Figure 1. Routing congestion.
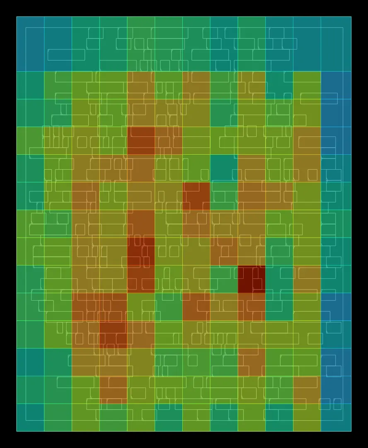
Figure 2. Nets reached from selected ports.
Scale bar: 20 um.
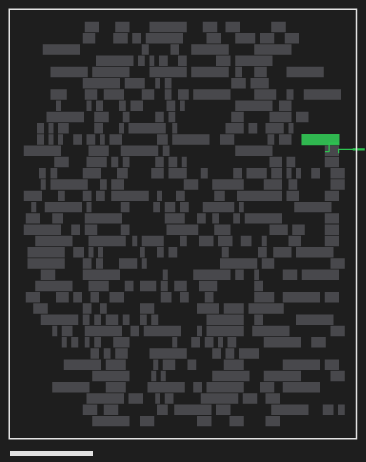
Figure 3. Clock network drawn from the DEF.
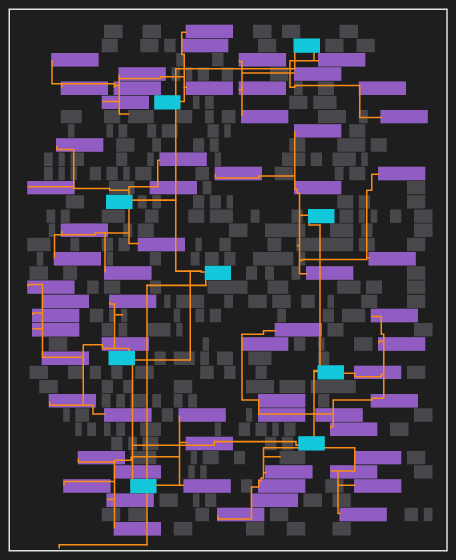
Figure 4. M1 wires.
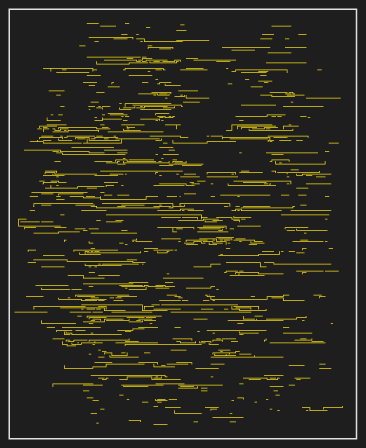
Figure 5. Sequential cells grouped by signal name.
Other sequential cells in the stronger gray, the rest of the logic in the fainter gray.
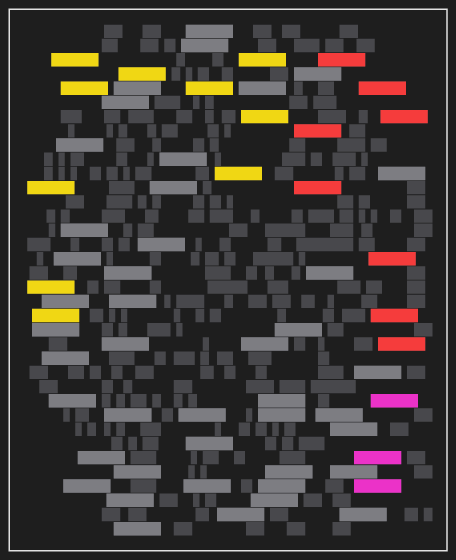
===== config.mk =====
export PLATFORM = sky130hd
export DESIGN_NAME = vga_rx_decoder
export DESIGN_NICKNAME = d
export VERILOG_FILES = /design/src/rtl/vga_rx_decoder.sv
export SDC_FILE = /design/constraint.sdc
export NUM_CORES = 1
export LEC_CHECK = 0
export CELL_PAD_IN_SITES_DETAIL_PLACEMENT = 1
export CELL_PAD_IN_SITES_GLOBAL_PLACEMENT = 2
export CORE_ASPECT_RATIO = 1.25
export CORE_MARGIN = 2
export CORE_UTILIZATION = 37
export CTS_BUF_LIST = sky130_fd_sc_hd__clkbuf_8
export CTS_CLUSTER_SIZE = 40
export DETAILED_ROUTE_END_ITERATION = 10
export PLACE_DENSITY = 0.78
export REMOVE_ABC_BUFFERS = 1
export SYNTH_ARGS = -nofsm -noshare
export SYNTH_HDL_FRONTEND = slang
export SYNTH_SLANG_ARGS = --single-unit

===== constraint.sdc =====
create_clock -name CLK_25MH -period 3.35 [get_ports CLK_25MH]
set_input_delay 0.335 -clock CLK_25MH [delete_from_list [all_inputs] [get_ports CLK_25MH]]
set_output_delay 0.335 -clock CLK_25MH [all_outputs]
set_load 0.1 [all_outputs]

===== src/rtl/vga_rx_decoder.sv =====
// -----------------------------------------------------------------------------
// vga_rx_decoder
//
// Recovers pixel position and frame lock from an incoming VGA timing stream.
// The sync inputs are sampled every pixel clock.  An internal column/line
// counter is aligned on a vsync falling edge and then every hsync/vsync edge
// is compared against where the counter says it should be.  Any early, late,
// extra or missing edge is a mismatch.  A three-state lock machine
// (SEARCH -> TRACK -> LOCKED) decides whether the recovered position is
// trustworthy.
//
// Ports
//   CLK_25MH     in   1   pixel clock, rising edge
//   reset_n      in   1   asynchronous active-low reset
//   hsync_in     in   1   active-low horizontal sync
//   vsync_in     in   1   active-low vertical sync
//   rgb_in       in   3   pixel colour
//   pix_x        out  10  column of the presented sample
//   pix_y        out  10  line of the presented sample
//   pix_rgb      out  3   colour of the presented sample
//   pix_valid    out  1   locked and sample inside the visible area
//   frame_start  out  1   one-cycle pulse at column 0, line 0 while locked
//   locked       out  1   lock machine is in LOCKED
//   lock_state   out  2   00 SEARCH, 01 TRACK, 10 LOCKED
//   sync_error   out  1   one-cycle pulse when lock is lost
//   frame_count  out  8   frames started while locked (wraps)
//
// Latency: a sample is registered on one edge and the outputs describing it
// are registered on the next edge.
// -----------------------------------------------------------------------------
module vga_rx_decoder #(
    parameter int H_TOTAL      = 800,
    parameter int H_ACTIVE     = 640,
    parameter int H_SYNC_START = 656,
    parameter int H_SYNC_END   = 752,
    parameter int V_TOTAL      = 525,
    parameter int V_ACTIVE     = 480,
    parameter int V_SYNC_START = 490,
    parameter int V_SYNC_END   = 492
) (
    input  logic       CLK_25MH,
    input  logic       reset_n,
    input  logic       hsync_in,
    input  logic       vsync_in,
    input  logic [2:0] rgb_in,
    output logic [9:0] pix_x,
    output logic [9:0] pix_y,
    output logic [2:0] pix_rgb,
    output logic       pix_valid,
    output logic       frame_start,
    output logic       locked,
    output logic [1:0] lock_state,
    output logic       sync_error,
    output logic [7:0] frame_count
);

    localparam logic [9:0] H_LAST_C       = 10'(H_TOTAL - 1);
    localparam logic [9:0] V_LAST_C       = 10'(V_TOTAL - 1);
    localparam logic [9:0] H_ACTIVE_C     = 10'(H_ACTIVE);
    localparam logic [9:0] V_ACTIVE_C     = 10'(V_ACTIVE);
    localparam logic [9:0] H_SYNC_START_C = 10'(H_SYNC_START);
    localparam logic [9:0] H_SYNC_END_C   = 10'(H_SYNC_END);
    localparam logic [9:0] V_SYNC_START_C = 10'(V_SYNC_START);
    localparam logic [9:0] V_SYNC_END_C   = 10'(V_SYNC_END);

    typedef enum logic [1:0] {
        ST_SEARCH = 2'b00,
        ST_TRACK  = 2'b01,
        ST_LOCKED = 2'b10
    } state_t;

    state_t     state_r;
    state_t     next_state_s;

    logic       hs_r, vs_r, hs_prev_r, vs_prev_r;
    logic [2:0] rgb_r;
    logic [9:0] col_r, line_r;

    logic       hs_fall_s, hs_rise_s, vs_fall_s, vs_rise_s;
    logic [9:0] cur_col_s, cur_line_s;
    logic [9:0] col_nxt_s, line_nxt_s;
    logic       mismatch_s;
    logic       visible_s;
    logic       top_left_s;

    // Input sample register (sample N) and previous sample (N-1) for edges.
    always_ff @(posedge CLK_25MH or negedge reset_n) begin
        if (!reset_n) begin
            hs_r      <= 1'b0;
            vs_r      <= 1'b0;
            hs_prev_r <= 1'b0;
            vs_prev_r <= 1'b0;
            rgb_r     <= 3'b000;
        end else begin
            hs_prev_r <= hs_r;
            vs_prev_r <= vs_r;
            hs_r      <= hsync_in;
            vs_r      <= vsync_in;
            rgb_r     <= rgb_in;
        end
    end

    assign hs_fall_s = hs_prev_r & ~hs_r;
    assign hs_rise_s = ~hs_prev_r & hs_r;
    assign vs_fall_s = vs_prev_r & ~vs_r;
    assign vs_rise_s = ~vs_prev_r & vs_r;

    // Position of the current sample; a vsync fall seen while searching
    // re-anchors this very sample to column 0 of the vsync start line.
    always_comb begin
        cur_col_s  = col_r;
        cur_line_s = line_r;
        if ((state_r == ST_SEARCH) && vs_fall_s) begin
            cur_col_s  = 10'd0;
            cur_line_s = V_SYNC_START_C;
        end else begin
            cur_col_s  = col_r;
            cur_line_s = line_r;
        end
    end

    // Counter advance for the following sample, wrapping col and line together.
    always_comb begin
        col_nxt_s  = cur_col_s + 10'd1;
        line_nxt_s = cur_line_s;
        if (cur_col_s == H_LAST_C) begin
            col_nxt_s = 10'd0;
            if (cur_line_s == V_LAST_C) begin
                line_nxt_s = 10'd0;
            end else begin
                line_nxt_s = cur_line_s + 10'd1;
            end
        end else begin
            col_nxt_s  = cur_col_s + 10'd1;
            line_nxt_s = cur_line_s;
        end
    end

    // Each edge is compared independently against its expected position, so
    // an edge that is absent where expected and one that appears elsewhere
    // both register, and simultaneous hsync/vsync edges are each checked.
    assign mismatch_s =
        (hs_fall_s ^ (cur_col_s == H_SYNC_START_C)) |
        (hs_rise_s ^ (cur_col_s == H_SYNC_END_C)) |
        (vs_fall_s ^ ((cur_col_s == 10'd0) && (cur_line_s == V_SYNC_START_C))) |
        (vs_rise_s ^ ((cur_col_s == 10'd0) && (cur_line_s == V_SYNC_END_C)));

    assign visible_s  = (cur_col_s < H_ACTIVE_C) && (cur_line_s < V_ACTIVE_C);
    assign top_left_s = (cur_col_s == 10'd0) && (cur_line_s == 10'd0);

    // Lock machine transition for the current sample.
    always_comb begin
        next_state_s = state_r;
        case (state_r)
            ST_SEARCH: begin
                if (vs_fall_s) begin
                    next_state_s = ST_TRACK;
                end else begin
                    next_state_s = ST_SEARCH;
                end
            end
            ST_TRACK: begin
                if (mismatch_s) begin
                    next_state_s = ST_SEARCH;
                end else if (vs_fall_s) begin
                    next_state_s = ST_LOCKED;
                end else begin
                    next_state_s = ST_TRACK;
                end
            end
            ST_LOCKED: begin
                if (mismatch_s) begin
                    next_state_s = ST_SEARCH;
                end else begin
                    next_state_s = ST_LOCKED;
                end
            end
            default: begin
                next_state_s = ST_SEARCH;
            end
        endcase
    end

    // Column/line counter register.
    always_ff @(posedge CLK_25MH or negedge reset_n) begin
        if (!reset_n) begin
            col_r  <= 10'd0;
            line_r <= 10'd0;
        end else begin
            col_r  <= col_nxt_s;
            line_r <= line_nxt_s;
        end
    end

    // Lock state and all registered outputs describing the current sample.
    always_ff @(posedge CLK_25MH or negedge reset_n) begin
        if (!reset_n) begin
            state_r     <= ST_SEARCH;
            pix_x       <= 10'd0;
            pix_y       <= 10'd0;
            pix_rgb     <= 3'b000;
            pix_valid   <= 1'b0;
            frame_start <= 1'b0;
            locked      <= 1'b0;
            lock_state  <= 2'b00;
            sync_error  <= 1'b0;
            frame_count <= 8'd0;
        end else begin
            state_r     <= next_state_s;
            pix_x       <= cur_col_s;
            pix_y       <= cur_line_s;
            pix_rgb     <= rgb_r;
            pix_valid   <= (next_state_s == ST_LOCKED) && visible_s;
            frame_start <= (next_state_s == ST_LOCKED) && top_left_s;
            locked      <= (next_state_s == ST_LOCKED);
            lock_state  <= next_state_s;
            // Only losing an established lock is an error; TRACK failures are silent.
            sync_error  <= (state_r == ST_LOCKED) && mismatch_s;
            if ((next_state_s == ST_LOCKED) && top_left_s) begin
                frame_count <= frame_count + 8'd1;
            end else begin
                frame_count <= frame_count;
            end
        end
    end

endmodule


==> summary.txt <==
The implementation run finished. Per the synthesis report, the simple-gate share of the synthesized area is 27.61%. Multi-input combinational area share landed at 34.02%. Number of warnings the tools reported landed at 27. Number of placed instances with taps included landed at 390. Number of port buffers landed at 43. Max-capacitance violation count landed at 0.

Counting flops with an async set or reset pin after synthesis yields a share of 100.0%. Leaving out filler cells and counting taps, the final layout contains between 400 and 500. The worst-case IR drop observed on VDD is ~0.00051 V. In the final layout, flip-flops and latches take up approximately 43% of the cell area. Number of standard cells after synthesis landed at roughly 250. Area of the placeable core landed at 7747 sq um.

Remaining antenna violation count after routing landed at 0. Clock period minus worst slack landed at 3.128 ns. The later pin in the worst-skew pair is clocked with a latency of 0.36 ns. Met3 usage landed at 4.206%.

According to the cell report, the number of logic gates is 175. Walking the worst path, the cells encountered are or4b_4, and2_1, inv_1, ha_2, nand2b_1, nor4_2, a311o_2, nand3_1, nor4_4, mux2_4. Yosys warning tally landed at 0. The kind of cell with the highest combined delay along the critical path is simple AND/OR/NAND/NOR gates. Ranked by instance count, the synthesized netlist is headed by sky130_fd_sc_hd__dfrtp_1 (64), sky130_fd_sc_hd__nand2_1 (17), sky130_fd_sc_hd__nand2b_1 (14), sky130_fd_sc_hd__nand3_1 (14), sky130_fd_sc_hd__nor2_1 (14). Per the OpenROAD power report, leakage power amounts to between 1.5 and 2 nW.

In this run, post-CTS hold repair placed 0 buffers. Number of antenna violations at the first check in global routing landed at 0. Of the cells placed in the final design, the portion with a size suffix greater than 1 is roughly 15%. The first global-routing pass estimated 11230 um of wire.

Once iteration 0 of detailed routing completed, the report listed 54 DRC markers. Complex-gate fraction of the synthesized area landed at 7.491%. The biggest slice of the area belongs to sequential cells.

For the worst reg-to-reg path, the endpoint reported by OpenROAD is frame_count[1]. Initial core utilization landed at around 38%. By instance count after routing, the leading logic cell type is sky130_fd_sc_hd__dfrtp_1. The clock tree synthesis step divided the H-tree into 3 levels.

STA puts the critical path data arrival time at ~3.4 ns. In the final report, the number of hold violations comes to 0. Using the TritonRoute via totals, the vias-per-cell ratio works out to 5.185.

For this sky-water flow run, the detailed-routed wirelength per cell is reported as 16.44 um. Timing analysis after detailed placement gives a worst setup slack of 0.1993 ns. The worst setup path is launched from a register. Among the non-sequential cells, simple AND/OR/NAND/NOR gates take the most area. Final critical-path setup slack landed at 0.2222 ns. The critical path's slowest stage uses the library cell sky130_fd_sc_hd__or4b_4. The floorplan step set the die width to 83.50 um. Number of CTS-inserted buffers landed at 9.

The most used flip-flop cell after synthesis is sky130_fd_sc_hd__dfrtp_1. Looking at the setup timing report, the critical path kind is reg -> reg. Peak per-stage delay on the critical path landed at 0.66 ns. Chip area landed at roughly 8600 sq um. The root buffer cell chosen for the clock tree is sky130_fd_sc_hd__clkbuf_8. For this run, the register share of the synthesized area comes to 54.79%. sky130_fd_sc_hd__dfrtp_1 takes more of the synthesized area than any other cell. The OpenROAD report gives the critical path a required time of 3.59 ns. Worst-path maximum fanout landed at 17. The total overflow left after global routing is 0. By area the synthesized netlist is led by sky130_fd_sc_hd__dfrtp_1 (55%), sky130_fd_sc_hd__xor2_1 (3.3%), sky130_fd_sc_hd__nand2b_1 (3.0%). For this run, design rule violations remaining after detail routing come to 0. Setup repair after global routing left no endpoint under its margin. Per the synthesis report, the number of distinct cell types is 53. Number of buffers between clock root and the deepest sink landed at 2. The library cells used most frequently in the layout, excluding fill and tap cells, are sky130_fd_sc_hd__dfrtp_1 (64), sky130_fd_sc_hd__clkdlybuf4s50_1 (42), sky130_fd_sc_hd__nand2_1 (17). Yosys stat counts 254 cells in the synthesized netlist.

Maximum number of pins on one net before global-route repair landed at around 65. The final report lists the setup-violating endpoint count as 0. Looking at the gate-level netlist, the highest instance count belongs to sky130_fd_sc_hd__dfrtp_1. Total power density per cell area landed at 570.9 nW/um^2. TritonCTS built the clock tree. Critical path buffer and inverter count landed at 1.

The flow ran to the end, and the final reports show no timing, DRC or antenna violations. Measured along the y axis, the die boundary spans 103.4 um. The worst setup path is captured at a register. Half-perimeter wire length after placement landed at 4811 um. The repair_antennas step left the layout with diodes totalling 0. The post-synth register bit count is 64. Mux cell area share after synthesis landed at 0.8990%.

Number of max-slew violations in the final report landed at 0. Well tap count landed at 95. Of the available clock period, the critical path in the final layout requires approximately 93%. Post-CTS setup-driven buffer insertion count landed at 0. Flop-to-flop setup slack landed at 0.22 ns. The report puts the cell count of the worst reg-to-reg path at 10. Clock transition at the register clock pins on the worst setup and hold paths after CTS landed at 0.07 ns.

Number of inserted filler cells in the final layout landed at 840. The floorplan has 36 rows. Portion of synthesized cell area occupied by the leading cell type landed at between 50% and 60%. Post-synthesis, Yosys gives the total cell area as 2923 sq um. Portion of the layout cell area used by non-clock buffers landed at roughly an eighth.

In the detailed route, the total length drawn on met2 is 3431 um. The net count of the finished layout is 318. Average footprint of a synthesized cell landed at 11.51 sq um. The area taken by multi-input combinational cells is reported as around 1300 sq um.

Number of global-route vias before repair landed at about 2200. For reference, XOR and XNOR gates occupy 4.495% of the area reported after synthesis. The pre-antenna-repair detailed-routing pass consisted of 4 iterations. The startpoint identified for the worst register-to-register timing path is state_r[0]. CTS saw 64 sinks. Power after layout landed at 2.110 mW. Post-cts gate resize count landed at 0. Number of top-level pins landed at 44. Static timing analysis puts the maximum clock frequency at 0.3197 GHz.

Wire length on met3 landed at 224 um. Non-clock inverter count in the final layout landed at 6. Clock-cell share of area landed at under 10%. The highest metal layer carrying signal wires in the routed design is met4. Synthesized-area fraction occupied by adder cells landed at 2.140%.

Post-synthesis to final-layout area growth landed at 26.46%. Area of the mapped netlist landed at 2923 sq um. In the per-layer breakdown of the detailed-route log, met1 shows 2832 um. Non-clock buffer count in the final layout landed at roughly 50.

Transition time at the pin with the least slew margin landed at 0.9821 ns. Register area landed at 1602 sq um. The synthesized design contains 0 enable-type register cells. Number of clock buffers in the layout landed at 13. Global placer's final weighted congestion landed at 0.7404. Number of sequential storage elements landed at 64.

The path class of the tightest hold or removal check is in -> async. Normalized max-slew margin landed at 34.32%.
Back to the opening pictures, Figure 1:
global routing usage on met2: 28.91%
total global-route track usage: 17.05%
busiest layer in global routing: met2

Back to the opening pictures, Figure 2:
[green] locked | bits: 1 | direction: output | end cells: 1 | buffers: 1 | wire: 10.0 um

Back to the opening pictures, Figure 3:
[orange] clock wires | length: 891 um
[cyan] clock-net drivers | count: 9
[purple] flip-flops | count: 64
routed clock nets: 10
flops lie: widely spread
Worst Skew: 0.006238 ns
share of power burned in the clock network: 33.8%

Back to the opening pictures, Figure 4:
share of all routed wire: 42%
main direction: horizontal
global routing met1 resource utilization: 19.70%
DRT Wirelength: 6673 um
total number of vias: 2105

Back to the opening pictures, Figure 5:
[red] frame_count | sequential cells: 8
[yellow] pix_y | sequential cells: 10
[magenta] pix_rgb | sequential cells: 3

-- metrics by stage --
step	hold WS [ns]	setup TNS [ns]	instance area (sq um)	util, %
after global routing	0.2334	0	3696	47.71
after CTS	0.1826	0	3685	47.56
after global placement	0.3362	0	3467	44.75
after floorplan	0.03941	-0.1311	2870	-
final	0.1568	0	3696	47.71
after detailed placement	0.3402	0	3467	44.75
-- worst max path at each step --
stage,from,end,slack (ns),cells past startpoint
final,state_r[0],frame_count[1],0.22,10
after global routing,state_r[0],frame_count[1],0.02,10
after CTS,state_r[0],frame_count[1],0.19,10
after detailed placement,state_r[0],frame_count[1],0.20,10
after global placement,state_r[0],frame_count[1],0.34,10
after floorplan,state_r[0],frame_count[1],-0.13,10
-- power by group --
part,internal (mW),switching [mW]
logic,0.156,0.369
clock network,0.421,0.293
registers,0.828,0.0433
Power is estimated from default activity; no workload was simulated.
